**src/rtl/ipif_link_ctrl_regs_if.sv**
```systemverilog
// IPIF register-port bundle between the AXI-IPIF bridge and the link control register block.
// Ports: bus2ip_data/rdce/wrce driven by the bridge (master); ip2bus_data/rdack/wrack/error
// returned by the register block (slave). NCE = (NLINKS+1)*WORD_PER_LINK chip-enable lines.
interface ipif_link_ctrl_regs_if #(
  parameter int NCE = 52
);
  logic [31:0]    bus2ip_data;
  logic [NCE-1:0] bus2ip_rdce;
  logic [NCE-1:0] bus2ip_wrce;
  logic [31:0]    ip2bus_data;
  logic           ip2bus_rdack;
  logic           ip2bus_wrack;
  logic           ip2bus_error;

  modport master (
    output bus2ip_data, bus2ip_rdce, bus2ip_wrce,
    input  ip2bus_data, ip2bus_rdack, ip2bus_wrack, ip2bus_error
  );

  modport slave (
    input  bus2ip_data, bus2ip_rdce, bus2ip_wrce,
    output ip2bus_data, ip2bus_rdack, ip2bus_wrack, ip2bus_error
  );
endinterface

```
**src/rtl/ipif_link_ctrl_regs.sv**
```systemverilog
// IPIF register decoder for NLINKS deserialiser links with per-link delay-load FSMs.
// Latency: one ack pulse (with read data / error) one cycle after chip-enable rises from all-zero.
// Backpressure: none; a new access is only recognised after chip-enables return to zero.
//
// Ports: clk160, IPIF_bus2ip_resetn (sync, active-low), IPIF (slave modport of
// ipif_link_ctrl_regs_if), per-link delay_ready/bit_align_errors/delay_out/delay_out_N in,
// per-link delay_set/delay_mode/bypass_IOBUF/rstb_links/reset_counters/delay_in/
// delay_error_offset out, global_rstb_links and global_reset_counters out.
// Map: block 0 = global (word0 only), block j+1 = link j; word0 ctrl, word1 taps,
// word2 error-count snapshot, word3 status (RO). Unused words read 0, writes to them ignored.
// Optional macro IPIF_LOAD_TIMEOUT_EN: load FSM aborts WAIT after LOAD_TIMEOUT cycles.
module ipif_link_ctrl_regs #(
  parameter int NLINKS        = 12,
  parameter int WORD_PER_LINK = 4,
  parameter int DELAY_W       = 9,
  parameter int ERRCNT_W      = 16,
  parameter int LOAD_TIMEOUT  = 255
) (
  input  logic                               clk160,
  input  logic                               IPIF_bus2ip_resetn,
  ipif_link_ctrl_regs_if.slave               IPIF,
  input  logic [NLINKS-1:0]                  delay_ready,
  input  logic [NLINKS-1:0][ERRCNT_W-1:0]    bit_align_errors,
  input  logic [NLINKS-1:0][DELAY_W-1:0]     delay_out,
  input  logic [NLINKS-1:0][DELAY_W-1:0]     delay_out_N,
  output logic [NLINKS-1:0]                  delay_set,
  output logic [NLINKS-1:0]                  delay_mode,
  output logic [NLINKS-1:0]                  bypass_IOBUF,
  output logic [NLINKS-1:0]                  rstb_links,
  output logic [NLINKS-1:0]                  reset_counters,
  output logic [NLINKS-1:0][DELAY_W-1:0]     delay_in,
  output logic [NLINKS-1:0][DELAY_W-1:0]     delay_error_offset,
  output logic                               global_rstb_links,
  output logic                               global_reset_counters
);

  localparam int NCE    = (NLINKS + 1) * WORD_PER_LINK;
  localparam int LIDX_W = (NLINKS > 1) ? $clog2(NLINKS) : 1;

  if (WORD_PER_LINK < 4 || 2*DELAY_W + 4 > 32 || ERRCNT_W > 32 || LOAD_TIMEOUT < 1)
  begin : g_param_check
    $error("ipif_link_ctrl_regs: illegal parameter combination");
  end

  typedef enum logic [1:0] {S_IDLE, S_PULSE, S_WAIT} load_state_t;

  // ---------------------------------------------------------------- bus side
  logic [NCE-1:0] rdce, wrce, sel;
  logic [31:0]    wdata;
  logic           ce_d, ce_any, start, is_wr, sel_onehot, wr_go;
  int             blk, wrd;
  logic [LIDX_W-1:0] lnk;
  logic [31:0]    rd_val;
  logic           acc_err;
  logic [31:0]    rd_data_q;
  logic           rdack_q, wrack_q, err_q;
  logic           unused_wdata_bits;

  assign rdce  = IPIF.bus2ip_rdce;
  assign wrce  = IPIF.bus2ip_wrce;
  assign wdata = IPIF.bus2ip_data;
  assign unused_wdata_bits = ^wdata[31:2*DELAY_W];

  assign ce_any     = (|rdce) | (|wrce);
  assign start      = ce_any & ~ce_d;
  // A simultaneous read and write select is treated as a write.
  assign is_wr      = |wrce;
  assign sel        = is_wr ? wrce : rdce;
  assign sel_onehot = $onehot(sel);
  assign wr_go      = start & is_wr & sel_onehot;

  assign IPIF.ip2bus_data  = rd_data_q;
  assign IPIF.ip2bus_rdack = rdack_q;
  assign IPIF.ip2bus_wrack = wrack_q;
  assign IPIF.ip2bus_error = err_q;

  // ---------------------------------------------------------------- load FSM signals
  load_state_t state_q [NLINKS];
  load_state_t state_d [NLINKS];
  logic [NLINKS-1:0] load_req_q;
  logic [NLINKS-1:0] fsm_busy, link_busy, set_done;
  logic [NLINKS-1:0] done_q;
  logic [NLINKS-1:0] timeout_rd;

`ifdef IPIF_LOAD_TIMEOUT_EN
  localparam int TO_W = $clog2(LOAD_TIMEOUT + 1);
  logic [TO_W-1:0]   wait_cnt_q [NLINKS];
  logic [NLINKS-1:0] wait_expired, set_timeout, timeout_q;
`endif

  // A load accepted on the bus but not yet seen by the FSM still counts as busy.
  assign link_busy = fsm_busy | load_req_q;

  // Locate the selected word; only meaningful when sel is one-hot, which also
  // bounds the index to the map by construction.
  always_comb begin
    blk = 0;
    wrd = 0;
    for (int b = 0; b <= NLINKS; b++) begin
      for (int w = 0; w < WORD_PER_LINK; w++) begin
        if (sel[b*WORD_PER_LINK + w]) begin
          blk = b;
          wrd = w;
        end
      end
    end
  end

  always_comb begin
    rd_val  = '0;
    acc_err = ~sel_onehot;
    lnk     = '0;
    if (blk > 0) lnk = LIDX_W'(blk - 1);
    if (sel_onehot) begin
      if (blk == 0) begin
        if (wrd == 0) rd_val = {31'b0, global_rstb_links};
      end else begin
        case (wrd)
          0: rd_val = {28'b0, bypass_IOBUF[lnk], delay_mode[lnk], 1'b0, rstb_links[lnk]};
          1: rd_val = 32'({delay_error_offset[lnk], delay_in[lnk]});
          2: rd_val = 32'(bit_align_errors[lnk]);
          3: rd_val = 32'({timeout_rd[lnk], done_q[lnk], fsm_busy[lnk],
                           delay_out_N[lnk], delay_out[lnk], delay_ready[lnk]});
          default: rd_val = '0;
        endcase
        // Tap writes and load requests are refused while that link is loading.
        if (is_wr && link_busy[lnk] && (wrd == 1 || (wrd == 0 && wdata[4])))
          acc_err = 1'b1;
      end
    end
  end

  always_ff @(posedge clk160) begin
    if (!IPIF_bus2ip_resetn) begin
      ce_d                  <= 1'b0;
      rdack_q               <= 1'b0;
      wrack_q               <= 1'b0;
      err_q                 <= 1'b0;
      rd_data_q             <= '0;
      global_rstb_links     <= 1'b1;
      global_reset_counters <= 1'b0;
      rstb_links            <= '1;
      reset_counters        <= '0;
      delay_mode            <= '0;
      bypass_IOBUF          <= '0;
      delay_in              <= '0;
      delay_error_offset    <= '0;
      load_req_q            <= '0;
    end else begin
      ce_d      <= ce_any;
      rdack_q   <= start & ~is_wr;
      wrack_q   <= start & is_wr;
      err_q     <= start & acc_err;
      // Snapshot registers (e.g. error counters) are captured right here at access start.
      rd_data_q <= (start && !is_wr && sel_onehot) ? rd_val : '0;

      global_reset_counters <= 1'b0;
      reset_counters        <= '0;
      load_req_q            <= '0;

      if (wr_go && blk == 0 && wrd == 0) begin
        global_rstb_links     <= wdata[0];
        global_reset_counters <= wdata[1];
      end

      for (int j = 0; j < NLINKS; j++) begin
        if (wr_go && blk == j + 1) begin
          if (wrd == 0) begin
            rstb_links[j]     <= wdata[0];
            reset_counters[j] <= wdata[1];
            delay_mode[j]     <= wdata[2];
            bypass_IOBUF[j]   <= wdata[3];
            load_req_q[j]     <= wdata[4] & ~link_busy[j];
          end
          if (wrd == 1 && !link_busy[j]) begin
            delay_in[j]           <= wdata[DELAY_W-1:0];
            delay_error_offset[j] <= wdata[2*DELAY_W-1:DELAY_W];
          end
        end
      end
    end
  end

  // ---------------------------------------------------------------- load FSM
  always_ff @(posedge clk160) begin
    if (!IPIF_bus2ip_resetn) begin
      for (int j = 0; j < NLINKS; j++) state_q[j] <= S_IDLE;
    end else begin
      state_q <= state_d;
    end
  end

  always_comb begin
    for (int j = 0; j < NLINKS; j++) begin
      state_d[j] = state_q[j];
      case (state_q[j])
        S_IDLE:  if (load_req_q[j]) state_d[j] = S_PULSE;
        S_PULSE: state_d[j] = S_WAIT;
        S_WAIT: begin
          if (delay_ready[j]) state_d[j] = S_IDLE;
`ifdef IPIF_LOAD_TIMEOUT_EN
          else if (wait_expired[j]) state_d[j] = S_IDLE;
`endif
        end
        default: state_d[j] = S_IDLE;
      endcase
    end
  end

  always_comb begin
    for (int j = 0; j < NLINKS; j++) begin
      delay_set[j] = (state_q[j] == S_PULSE);
      fsm_busy[j]  = (state_q[j] != S_IDLE);
      // delay_ready wins over an expiring counter in the same cycle.
      set_done[j]  = (state_q[j] == S_WAIT) && delay_ready[j];
`ifdef IPIF_LOAD_TIMEOUT_EN
      set_timeout[j] = (state_q[j] == S_WAIT) && !delay_ready[j] && wait_expired[j];
`endif
    end
  end

  // Sticky status; a new PULSE clears the outcome of the previous load.
  always_ff @(posedge clk160) begin
    if (!IPIF_bus2ip_resetn) begin
      done_q <= '0;
    end else begin
      for (int j = 0; j < NLINKS; j++) begin
        if (delay_set[j])      done_q[j] <= 1'b0;
        else if (set_done[j])  done_q[j] <= 1'b1;
      end
    end
  end

`ifdef IPIF_LOAD_TIMEOUT_EN
  // Counts cycles spent in WAIT; expiry after LOAD_TIMEOUT WAIT cycles.
  always_ff @(posedge clk160) begin
    if (!IPIF_bus2ip_resetn) begin
      for (int j = 0; j < NLINKS; j++) wait_cnt_q[j] <= '0;
      timeout_q <= '0;
    end else begin
      for (int j = 0; j < NLINKS; j++) begin
        wait_cnt_q[j] <= (state_q[j] == S_WAIT) ? wait_cnt_q[j] + TO_W'(1) : '0;
        if (delay_set[j])         timeout_q[j] <= 1'b0;
        else if (set_timeout[j])  timeout_q[j] <= 1'b1;
      end
    end
  end

  always_comb begin
    for (int j = 0; j < NLINKS; j++)
      wait_expired[j] = (wait_cnt_q[j] == TO_W'(LOAD_TIMEOUT - 1));
  end

  assign timeout_rd = timeout_q;
`else
  assign timeout_rd = '0;
`endif

endmodule
```
**src/flat_wrapper.sv**
```systemverilog
// flat-port wrapper written by rule: the top's interface ports become plain ports
module ipif_link_ctrl_regs_flat 
#(
  parameter int NLINKS        = 12,
  parameter int WORD_PER_LINK = 4,
  parameter int DELAY_W       = 9,
  parameter int ERRCNT_W      = 16,
  parameter int LOAD_TIMEOUT  = 255
)
  (clk160, IPIF_bus2ip_resetn, delay_ready, bit_align_errors, delay_out, delay_out_N, delay_set, delay_mode, bypass_IOBUF, rstb_links, reset_counters, delay_in, delay_error_offset, global_rstb_links, global_reset_counters, IPIF_bus2ip_data, IPIF_bus2ip_rdce, IPIF_bus2ip_wrce, IPIF_ip2bus_data, IPIF_ip2bus_rdack, IPIF_ip2bus_wrack, IPIF_ip2bus_error);
  ipif_link_ctrl_regs_if IPIF_i ();
  input  logic clk160;
  input  logic IPIF_bus2ip_resetn;
  input  logic [NLINKS-1:0] delay_ready;
  input  logic [NLINKS-1:0][ERRCNT_W-1:0] bit_align_errors;
  input  logic [NLINKS-1:0][DELAY_W-1:0] delay_out;
  input  logic [NLINKS-1:0][DELAY_W-1:0] delay_out_N;
  output logic [NLINKS-1:0] delay_set;
  output logic [NLINKS-1:0] delay_mode;
  output logic [NLINKS-1:0] bypass_IOBUF;
  output logic [NLINKS-1:0] rstb_links;
  output logic [NLINKS-1:0] reset_counters;
  output logic [NLINKS-1:0][DELAY_W-1:0] delay_in;
  output logic [NLINKS-1:0][DELAY_W-1:0] delay_error_offset;
  output logic global_rstb_links;
  output logic global_reset_counters;
  input wire logic [$bits(IPIF_i.bus2ip_data)-1:0] IPIF_bus2ip_data;
  input wire logic [$bits(IPIF_i.bus2ip_rdce)-1:0] IPIF_bus2ip_rdce;
  input wire logic [$bits(IPIF_i.bus2ip_wrce)-1:0] IPIF_bus2ip_wrce;
  output wire logic [$bits(IPIF_i.ip2bus_data)-1:0] IPIF_ip2bus_data;
  output wire logic [$bits(IPIF_i.ip2bus_rdack)-1:0] IPIF_ip2bus_rdack;
  output wire logic [$bits(IPIF_i.ip2bus_wrack)-1:0] IPIF_ip2bus_wrack;
  output wire logic [$bits(IPIF_i.ip2bus_error)-1:0] IPIF_ip2bus_error;
  assign IPIF_i.bus2ip_data = IPIF_bus2ip_data;
  assign IPIF_i.bus2ip_rdce = IPIF_bus2ip_rdce;
  assign IPIF_i.bus2ip_wrce = IPIF_bus2ip_wrce;
  assign IPIF_ip2bus_data = IPIF_i.ip2bus_data;
  assign IPIF_ip2bus_rdack = IPIF_i.ip2bus_rdack;
  assign IPIF_ip2bus_wrack = IPIF_i.ip2bus_wrack;
  assign IPIF_ip2bus_error = IPIF_i.ip2bus_error;
  ipif_link_ctrl_regs #(.NLINKS(NLINKS), .WORD_PER_LINK(WORD_PER_LINK), .DELAY_W(DELAY_W), .ERRCNT_W(ERRCNT_W), .LOAD_TIMEOUT(LOAD_TIMEOUT)) u_core (.clk160(clk160), .IPIF_bus2ip_resetn(IPIF_bus2ip_resetn), .IPIF(IPIF_i), .delay_ready(delay_ready), .bit_align_errors(bit_align_errors), .delay_out(delay_out), .delay_out_N(delay_out_N), .delay_set(delay_set), .delay_mode(delay_mode), .bypass_IOBUF(bypass_IOBUF), .rstb_links(rstb_links), .reset_counters(reset_counters), .delay_in(delay_in), .delay_error_offset(delay_error_offset), .global_rstb_links(global_rstb_links), .global_reset_counters(global_reset_counters));
endmodule
```
**config.mk**
```make
export PLATFORM = sky130hd
export DESIGN_NAME = ipif_link_ctrl_regs_flat
export DESIGN_NICKNAME = d
export VERILOG_FILES = /design/src/rtl/ipif_link_ctrl_regs_if.sv /design/src/rtl/ipif_link_ctrl_regs.sv /design/src/flat_wrapper.sv
export SDC_FILE = /design/constraint.sdc
export NUM_CORES = 1
export LEC_CHECK = 0
export CORE_AREA = 3 3 343 345
export CTS_BUF_LIST = sky130_fd_sc_hd__clkbuf_8 sky130_fd_sc_hd__clkbuf_16
export CTS_CLUSTER_SIZE = 14
export DETAILED_ROUTE_END_ITERATION = 6
export DIE_AREA = 0 0 346 348
export PLACE_DENSITY = 0.5
export SLEW_MARGIN = 20
export SYNTH_ARGS = -nofsm -noshare
export SYNTH_HDL_FRONTEND = slang
export SYNTH_SLANG_ARGS = --single-unit
```
**constraint.sdc**
```tcl
create_clock -name clk160 -period 20.3 [get_ports clk160]
set_input_delay 4.06 -clock clk160 [delete_from_list [all_inputs] [get_ports clk160]]
set_output_delay 4.06 -clock clk160 [all_outputs]
set_load 0.02 [all_outputs]
```
### Power grid, run 1

Bar = 100 um. Pins as bars on the die edge.
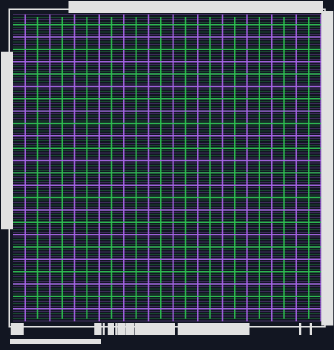
VSS: shown in purple. VDD: shown in green.
871 signal pins sit on the boundary. 125 met1 rails follow the rows.
Core Box Area: 114,500 sq um
Chip Height: 348 um

### Placed cells, one colour a class, run 1

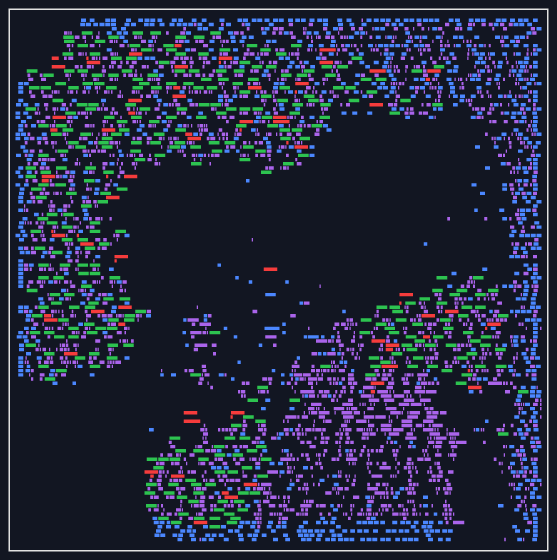
clock drivers and dummy loads: shown in red, cells 77, share of their area 4.7%. remaining logic cells: shown in purple, cells 2,227, share of their area 46%. remaining buffers and delay cells: shown in blue, cells 917, share of their area 28%. registers: shown in green, cells 339, share of their area 21%.
fin util: 29.59%
fraction of area in registers: 20.03%

### Clock wires, drivers and flops, run 1

Bar = 100 um.
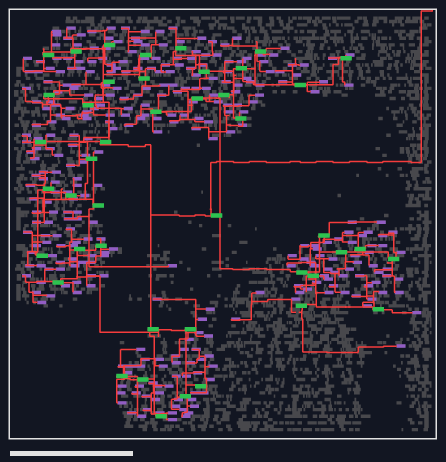
clock-net drivers: shown in green, count 44. flip-flops: shown in purple, count 339. clock wires: shown in red, length 6,300 um.
Position of the flops: all over the die.
clock-net power: 822 uW
Worst Skew: 70.28 ps
clock share of power: 32.1%
Latency at later pin: 650 ps

==> out/summary.txt, run 1 <==
most numerous cell in the Yosys netlist -> nand2_1
# clock sinks -> 339
critical setup path kind -> in -> reg
DR iter-0 viols -> 2,463
Storage cell area -> 6787 sq um
hold_ws -> 433.6 ps
top cells, area -> dfxtp_1 30%, nand2_1 9.3%, mux2i_1 8.8%
Comb pwr share -> 41.4%
Max Clk Rate -> 65.69 MHz
Avg Cell Area, Syn -> 8.011 sq um
Critical Path Sink Type -> flop
CP bufs+invs -> 8
most used cell, CP -> fa_1
switching part of the total -> 35.62%
yosys warning tally -> 0
failing checks -> DRC
Flop pwr share -> 26.5%
Finished Cell Area -> 33,880 sq um
clock buffer count from CTS -> 44
synthesized cell area -> 22,490 sq um
setup repair bufs after CTS -> 0
most common logic cell in the routed design -> clkdlybuf4s50_1
Bufs on Longest Clock Path -> 3
clk slew on worst S/H paths -> 60 ps
critical path's top delay family -> simple AND/OR/NAND/NOR gates
Slew headroom -> 15.04%
Post-synth ARST share -> 0%
Slew @ Worst Pin -> 1274 ps
unique cell type count in the Yosys netlist -> 85
aoi/oai-family share of the synthesized area -> 22.14%
Buffers, non-clock -> 917
Leakage -> 0.01252 uW
seq_cells -> 339
endpoints failing hold -> 0
Max FO, Critical Path -> 38
register share after synthesis -> 30.18%
number of global-route vias before repair -> 24,360
layout cells sized above 1 -> 6.517%
and+or+nand+nor area frac -> 24.65%
DP Area -> 32,330 sq um
crit path DAT -> 15,730 ps
final antenna-violating net count -> 0
crit path DRT -> 20,800 ps
Tap Count -> 1,512
CP max stage delay -> 870 ps
# nets final -> 4,177
CP Launch Type -> input port
dpl hpwl -> 111,800 um
ant diodes -> 11
Die Wd -> 346 um
logic share of the area -> 42.03%
maximum vdd drop -> 0.2089 mV
Seq cells post-synth -> 339
Synth area leader -> dfxtp_1
Wirelength per Cell -> 28.96 um
Pre-antenna DRT Iters -> 7
Slew Viols, Final -> 0
fill cell total of the finished layout -> 12,300
CP max stage cell -> nand3_2
final WL -> 147,200 um
fin cells -> 5,083
inverters -> 104
placed cell count -> 4,995
Synth logic family -> simple AND/OR/NAND/NOR gates
Adder Share, Synth -> 6.543%
xor/xnor share of the synthesized area -> 0.2726%
buffering overhead -> 26.69%
setup TNS -> 0 ps
H-Tree Depth -> 2
net switching power -> 912.1 uW
Logic area -> 14,240 sq um
status -> complete, but fails checks
Residual DRC -> 7
[run 1: power groups by stage]
stage                     Clock, uW  Sequential, uW  Combinational, uW
final                           822             679               1060
after global routing            865             680               1180
after floorplan                   0             700                710
after global placement            0             693               1040
after CTS                       838             679               1050
after detailed placement          0             693               1040
[run 1: state kept, by name (all words and copies together), names as in the netlist, 12 cells and up]
signal and cells:
u_core.load_req_q 12, u_core.IPIF.ip2bus_data 21, u_core.done_q 12, u_core.delay_mode 12
u_core.rstb_links 12, u_core.state_q 24, u_core.reset_counters 12, u_core.delay_error_offset 108
u_core.delay_in 108, u_core.bypass_IOBUF 12
[run 1: kinds of logic (layout without fill, tap and decap cells)]
logic type / count (synthesis) / count (layout)
AOI/OAI and AO/OA: 692 / 692
xor gates and xnor gates: 7 / 7
adders and majority gates: 90 / 90
buffers and inverters: 355 / 1098
DFF: 339 / 339
muxes: 198 / 198
other: 1 / 22
and+or+nand+nor: 1125 / 1125
[run 1: tightest hold or removal path: cells and delay by family, from the launching register on]
| kind | cells | cell delay, ps |
|---|---|---|
| AND/OR/NAND/NOR | 2 | 90 |
| flip-flops | 1 | 300 |
[run 1: final timing paths]
check | from | to | slack [ps] | cells past startpoint
setup / recovery | IPIF_bus2ip_wrce[1] | u_core.delay_in[81] | 5080 | 34
hold / removal | u_core.load_req_q[0] | u_core.state_q[22] | 430 | 2
setup reg to reg | u_core.ce_d | u_core.IPIF.ip2bus_data[0] | 16920 | 10
hold reg to reg | u_core.load_req_q[0] | u_core.state_q[22] | 430 | 2
[run 1: routing by layer]
layer  vias to the layer above  global-route usage, %  routed length [um]
li1                      11520                      -                   -
met1                     12390                  30.61               64870
met5                         -                      0                  48
met4                         8                  5.473                3134
met2                      1135                  36.14               64620
met3                       143                  8.553               14520
==> run 1 -> run 2 <==
- clock period: 20.3 -> 15.7 ns (I/O delays scaled with it)
### Clock routing, run 2

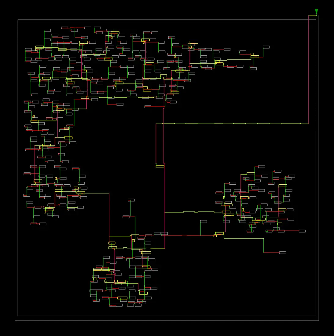
clock buffer count from CTS: 43
clock-net power: 1050 uW
seq_cells: 339
Latency at later pin: 630 ps
# clock sinks: 339

==> run 2 against run 1 <==
- the flow now finishes without violations
- cell area is 0.10% lower
- register-to-register slack lost 4400 ps
- clock skew decreased by 14 ps
- sequential power increased by 29%
- combinational power increased by 29%
- highest routed layer unchanged
==> out/summary.txt, run 2 <==
final WL -> 145,900 um (was 147,200 um)
H-Tree Depth -> 2 (unchanged)
Adder Share, Synth -> 6.543% (unchanged)
dpl hpwl -> 111,800 um (about the same)
Slew Viols, Final -> 0 (unchanged)
Max Clk Rate -> 71.93 MHz
DP Area -> 32,340 sq um (was 32,330 sq um)
synthesized cell area -> 22,490 sq um (unchanged)
top cells by count -> 557 x nand2_1, 339 x dfxtp_1, 197 x mux2i_1 (unchanged)
aoi/oai-family share of the synthesized area -> 22.14% (unchanged)
CP bufs+invs -> 6 (was 8)
CP Depth -> 32 (was 34)
crit path DRT -> 16,110 ps (was 20,800 ps)
CP max stage cell -> nor4_1 (was nand3_2)
Wirelength per Cell -> 28.71 um (was 28.96 um)
post_cts resized -> 0 (unchanged)
Die Size -> 120,400 sq um (unchanged)
xor/xnor share of the synthesized area -> 0.2726% (unchanged)
RSZ-0062 raised after global routing -> false (unchanged)
endpoints failing hold -> 0 (unchanged)
flop2flop setup slack -> 12,490 ps (was 16,920 ps)
crit path DAT -> 14,320 ps (was 15,730 ps)
critical path's top delay family -> simple AND/OR/NAND/NOR gates (unchanged)
Worst Skew -> 56.13 ps (was 70.28 ps)
switching part of the total -> 35.10% (was 35.62%)
setup TNS -> 0 ps (unchanged)
gr usage total -> 23.16% (was 23.27%)
CP Launch Type -> input port (unchanged)
cycle use final -> 88.55%
final antenna-violating net count -> 0 (unchanged)
Slew @ Worst Pin -> 1286 ps (was 1274 ps)
Flop pwr share -> 26.7% (was 26.5%)
status -> completed (was complete, but fails checks)
Comb pwr share -> 41.6% (was 41.4%)
fin util -> 29.56% (was 29.59%)
register share after synthesis -> 30.18% (unchanged)
number of global-route vias before repair -> 24,650 (was 24,360)
fill cell total of the finished layout -> 12,290 (was 12,300)
net switching power -> 1156 uW (was 912.1 uW)
most common logic cell in the routed design -> clkdlybuf4s50_1 (unchanged)
yosys warning tally -> 0 (unchanged)
top cells, area -> dfxtp_1 30%, nand2_1 9.3%, mux2i_1 8.8% (unchanged)
CP max stage delay -> 860 ps (was 870 ps)
Max FO, Critical Path -> 20 (was 38)
Avg Cell Area, Syn -> 8.011 sq um (unchanged)
unique cell type count in the Yosys netlist -> 85 (unchanged)
Post-synth ARST share -> 0% (unchanged)
Synth area leader -> dfxtp_1 (unchanged)
CP startpoint -> IPIF_bus2ip_wrce[1] (unchanged)
Final setup violation count -> 0 (unchanged)
Critical Path Sink Type -> flop (unchanged)
most used cell, CP -> fa_1 (unchanged)
# nets final -> 4,176 (was 4,177)
FF-to-FF End -> u_core.IPIF.ip2bus_data[0] (unchanged)
critical setup path kind -> in -> reg (unchanged)
CP Capture Point -> u_core.IPIF.ip2bus_data[0] (was u_core.delay_in[81])
clock share of power -> 31.8% (was 32.1%)
Finished Cell Area -> 33,850 sq um (was 33,880 sq um)
layout cells sized above 1 -> 6.375% (was 6.517%)
Hold-fix buffers, CTS -> 0 (unchanged)
top flop regs -> u_core.delay_error_offset x108, u_core.delay_in x108, u_core.state_q x24 (unchanged)
most numerous cell in the Yosys netlist -> nand2_1 (unchanged)
Min Clock Period, post-route -> 13,900 ps
total congestion overflow -> 0 (unchanged)
Synth logic family -> simple AND/OR/NAND/NOR gates (unchanged)
reg-to-reg startpoint -> u_core.ce_d (unchanged)
DR iter-0 viols -> 2,412 (was 2,463)
R2R depth -> 8 (was 10)
setup repair bufs after CTS -> 0 (unchanged)
main flop type -> dfxtp_1 (unchanged)
clk slew on worst S/H paths -> 50 ps (was 60 ps)
Pre-antenna DRT Iters -> 5 (was 7)
Bufs on Longest Clock Path -> 3 (unchanged)
Core Box Area -> 114,500 sq um (unchanged)
Slew headroom -> 13.48% (was 15.04%)
and+or+nand+nor area frac -> 24.65% (unchanged)
Seq cells post-synth -> 339 (unchanged)
GP Congestion -> 0.9161 (was 0.9342)
Leakage -> 0.01253 uW (was 0.01252 uW)
Residual DRC -> 0 (was 7)
I/O pins -> 871 (unchanged)
### Power grid, run 2

Bar = 100 um. Pins as bars on the die edge.
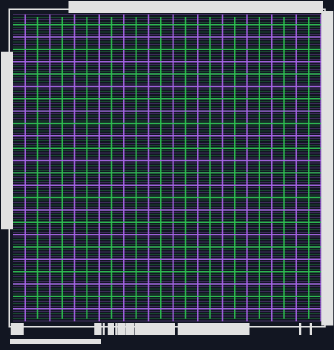
VSS: shown in purple. VDD: shown in green.
The core has 124 rows. 871 signal pins sit on the boundary. 125 met1 rails follow the rows.
Die Wd: 346 um
maximum vdd drop: 0.2109 mV

[run 2: power by group through the flow]
stage	sequential, uW	combinational, uW	clock, uW
3_3_place_gp	896	1360	0
5_1_grt	878	1540	1110
3_5_place_dp	896	1360	0
6_report	878	1370	1050
2_1_floorplan	905	918	0
4_1_cts	878	1370	1070
[run 2: worst min-delay path by stage]
stage	cells after the start	end	from
2_1_floorplan	2	u_core.state_q[18]	u_core.load_req_q[2]
3_5_place_dp	2	u_core.state_q[14]	u_core.load_req_q[4]
5_1_grt	2	u_core.state_q[10]	u_core.load_req_q[6]
3_3_place_gp	2	u_core.state_q[4]	u_core.load_req_q[9]
6_report	2	u_core.state_q[6]	u_core.load_req_q[8]
4_1_cts	2	u_core.state_q[14]	u_core.load_req_q[4]
[run 2: cell families after synthesis]
logic type / count (synthesis)
other cells: 1
fa+ha+maj: 90
buf+inv: 355
simple gates: 1125
xor+xnor: 7
compound gates: 692
mux: 198
flops: 339
[run 2: cell type report]
type	count	area (sq um)	area share (%)
multi-input cells	2123	14230	42.03
repair buffers	917	9054	26.75
flip-flops and latches	339	6787	20.05
well taps	1512	1892	5.589
clock buffers	51	1186	3.504
inverters	104	390.4	1.153
clock inverters	27	291.5	0.8613
diodes	9	22.52	0.06654
[run 2: metrics by stage]
step	instances	setup slack (ps)	hold WS, ps
global placement	4994	1470	428.3
finish	5082	1797	438.0
CTS	5073	2021	438.4
floorplan	2817	3414	418.3
global route	5074	1431	461.1
detailed placement	4995	1415	430.8
[run 2: routing by layer]
metal / global-route usage (%) / routed length (um) / vias up
li1: - / - / 11520
met4: 4.468 / 2627 / 8
met2: 36.63 / 65100 / 1172
met3: 6.870 / 13470 / 150
met5: 0 / 47 / -
met1: 31.32 / 64680 / 12440
==> run 2 -> run 3 <==
- CTS_CLUSTER_SIZE: 14 -> not set
### Clock wires, drivers and flops, run 3

Bar = 100 um.
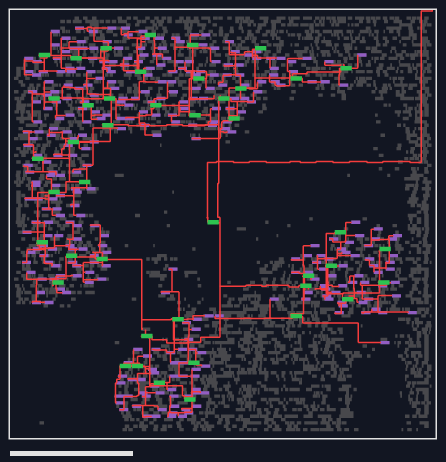
clock wires: shown in red, length 5,850 um. clock-net drivers: shown in green, count 43. flip-flops: shown in purple, count 339.
There are 44 routed clock nets. Position of the flops: all over the die.
Worst Skew: 57.22 ps
clock share of power: 31.8%

==> run 3 against run 2 <==
- synthesized cell count did not move
- fmax rose by 0.32%
- sequential cell count did not move
- clock skew rose by 1.1 ps
- sequential power barely moved
- clock-buffer cell count did not move
- critical path depth rose by 1
==> out/summary.txt, run 3 <==
hold_ws -> 439.2 ps (was 438.0 ps)
maximum vdd drop -> 0.2129 mV (was 0.2109 mV)
Chip Height -> 348 um (unchanged)
Max Clk Rate -> 72.16 MHz (was 71.93 MHz)
Logic area -> 14,230 sq um (unchanged)
pre-CTS setup slack -> 1415 ps (unchanged)
placed cell count -> 4,995 (unchanged)
yosys warning tally -> 0 (unchanged)
crit path DRT -> 16,120 ps (was 16,110 ps)
CP max stage delay -> 840 ps (was 860 ps)
critical setup path kind -> in -> reg (unchanged)
DR iter-0 viols -> 2,369 (was 2,412)
setup TNS -> 0 ps (unchanged)
Bufs on Longest Clock Path -> 3 (unchanged)
first-pass GRT wire length -> 199,700 um (unchanged)
Critical Path Sink Type -> flop (unchanged)
CTS root buf -> clkbuf_16 (unchanged)
cell count in the Yosys report -> 2,807 (unchanged)
top flop regs -> u_core.delay_error_offset x108, u_core.delay_in x108, u_core.state_q x24 (unchanged)
top cells, area -> dfxtp_1 30%, nand2_1 9.3%, mux2i_1 8.8% (unchanged)
CTS tree -> yes (unchanged)
final antenna-violating net count -> 0 (unchanged)
H-Tree Depth -> 2 (unchanged)
Core Util at FP -> 19.64% (unchanged)
Finished Cell Area -> 33,850 sq um (about the same)
total congestion overflow -> 0 (unchanged)
most used cell, CP -> fa_1 (unchanged)
synthesized cell area -> 22,490 sq um (unchanged)
unique cell type count in the Yosys netlist -> 85 (unchanged)
setup ws final -> 1841 ps (was 1797 ps)
GP Congestion -> 0.9161 (unchanged)
Storage cell area -> 6787 sq um (unchanged)
Slew Viols, Final -> 0 (unchanged)
Min Clock Period, post-route -> 13,860 ps (was 13,900 ps)
Syn Inst Count -> 2,807 (unchanged)
worst hold start -> u_core.load_req_q[4] (was u_core.load_req_q[8])
Latency at later pin -> 630 ps (about the same)
Final setup violation count -> 0 (unchanged)
Power Dens Cells -> 97.30 nW/um^2 (was 97.27 nW/um^2)
dpl hpwl -> 111,800 um (unchanged)
Die Size -> 120,400 sq um (unchanged)
# clock sinks -> 339 (unchanged)
number of global-route vias before repair -> 24,660 (was 24,650)
Slew headroom -> 18.96% (was 13.48%)
FF-to-FF End -> u_core.IPIF.ip2bus_data[0] (unchanged)
crit path DAT -> 14,280 ps (was 14,320 ps)
initial antenna violation count -> 21 (unchanged)
endpoints failing hold -> 0 (unchanged)
Leakage -> 0.01253 uW (unchanged)
Hold-fix buffers, CTS -> 0 (unchanged)
Seq cells post-synth -> 339 (unchanged)
CP Capture Point -> u_core.IPIF.ip2bus_data[0] (unchanged)
RSZ-0062 raised after global routing -> false (unchanged)
DP Area -> 32,340 sq um (unchanged)
I/O pins -> 871 (unchanged)
largest net degree at the start of global routing -> 185 (unchanged)
Max FO, Critical Path -> 20 (unchanged)
gr usage total -> 23.16% (unchanged)
clock buffer count from CTS -> 43 (unchanged)
Worst Hold Class -> reg -> reg (unchanged)
Residual DRC -> 0 (unchanged)
cycle use final -> 88.27% (was 88.55%)
R2R depth -> 9 (was 8)
post_cts resized -> 0 (unchanged)
most numerous cell in the Yosys netlist -> nand2_1 (unchanged)
CP max stage cell -> nor4_1 (unchanged)
Top Layout Cells -> 844 x clkdlybuf4s50_1, 555 x nand2_1, 339 x dfxtp_1, 197 x mux2i_1, 126 x nor2b_1 (unchanged)
clk slew on worst S/H paths -> 50 ps (about the same)
Pre-antenna DRT Iters -> 5 (unchanged)
fin cells -> 5,081 (was 5,082)
Slew @ Worst Pin -> 1204 ps (was 1286 ps)
DR vias/cell -> 4.973 (was 4.977)
fill cell total of the finished layout -> 12,290 (unchanged)
layout cells sized above 1 -> 6.375% (unchanged)
Core Rows -> 124 (unchanged)
Post-synth ARST share -> 0% (unchanged)
area share of the largest cell type after synthesis -> 30.18% (unchanged)
Synth area leader -> dfxtp_1 (unchanged)
register share after synthesis -> 30.18% (unchanged)
reg-to-reg startpoint -> u_core.ce_d (unchanged)
top cells by count -> 557 x nand2_1, 339 x dfxtp_1, 197 x mux2i_1 (unchanged)
max_cap viols -> 0 (unchanged)
Core Box Area -> 114,500 sq um (unchanged)
number of enable flip-flop cells -> 0 (unchanged)
flop2flop setup slack -> 12,520 ps (was 12,490 ps)
I/O Buffers -> 845 (unchanged)
CP Launch Type -> input port (unchanged)
Avg Cell Area, Syn -> 8.011 sq um (unchanged)
status -> completed (unchanged)
Worst Hold Path EP -> u_core.state_q[14] (was u_core.state_q[6])
Die Wd -> 346 um (unchanged)
Hold Path Stages -> 2 (unchanged)
setup repair bufs after CTS -> 0 (unchanged)
main flop type -> dfxtp_1 (unchanged)
# nets final -> 4,176 (unchanged)
most common logic cell in the routed design -> clkdlybuf4s50_1 (unchanged)
CP startpoint -> IPIF_bus2ip_wrce[1] (unchanged)
### Signal wires by layer, run 3

Bar = 100 um.
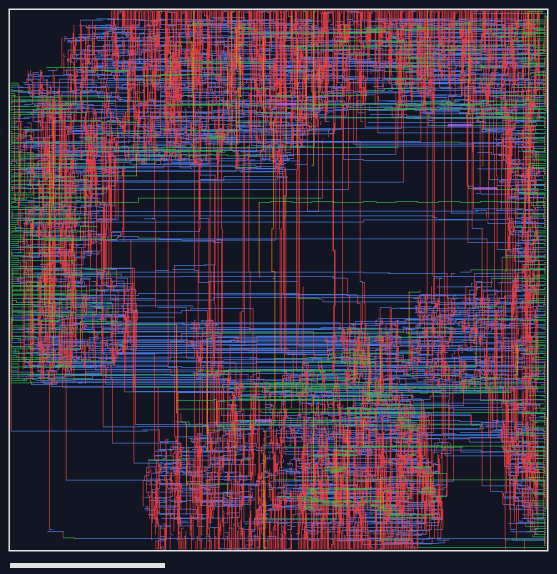
M5: shown in purple, wire length 47.8 um. M3: shown in green, wire length 13,200 um. M1: shown in blue, wire length 64.9 mm. M4: shown in orange, wire length 2,630 um. M2: shown in red, wire length 65.2 mm.
Wirelength per Cell: 28.72 um
vias: 25,270
final WL: 145,900 um

[run 3: cell counts after synthesis]
Identical to the previous run, type by type.
[run 3: critical path, delay by kind of cell]
family / cells / cell delay, ps
simple gates: 9 / 4470
fa+ha+maj: 9 / 3800
compound gates: 8 / 1560
buf+inv: 6 / 1160
xor+xnor: 1 / 90
[run 3: stage by stage]
stage                     util [%]  total power [uW]
after floorplan                  -              1823
after global placement       28.23              2255
after detailed placement     28.25              2258
after CTS                    29.54              3323
after global routing         29.54              3523
final                        29.56              3293
[run 3: power by group]
| part | total, uW | internal [uW] | leakage [uW] | switching, uW |
|---|---|---|---|---|
| Clock | 1050 | 611 | 0.000765 | 437 |
| Sequential | 878 | 870 | 0.00273 | 8.17 |
| Combinational | 1370 | 656 | 0.00904 | 712 |
| Total | 3290 | 2140 | 0.0125 | 1160 |
[run 3: metal layers]
layer / up-vias / global-route usage (%) / share of wire (%)
li1: 11520 / - / -
met1: 12420 / 31.32 / 44
met2: 1175 / 36.63 / 45
met3: 148 / 6.870 / 9.0
met4: 8 / 4.468 / 1.8
met5: - / 0 / 0.032
[run 3: cells by family after synthesis]
family	share of synthesized area (%)
mux	8.819
simple gates	24.65
compound gates	22.14
fa+ha+maj	6.543
other cells	0.01668
xor+xnor	0.2726
buf+inv	7.378
flops	30.18
[run 3: area by class of cell]
class | count | area share, %
diodes | 8 | 0.05915
clock buffers | 51 | 3.504
clock inverters | 27 | 0.8613
inverters | 104 | 1.153
multi-input cells | 2123 | 42.03
flip-flops and latches | 339 | 20.05
well taps | 1512 | 5.589
repair buffers | 917 | 26.75
No activity file was given, so power comes from the tool's default toggle rates.
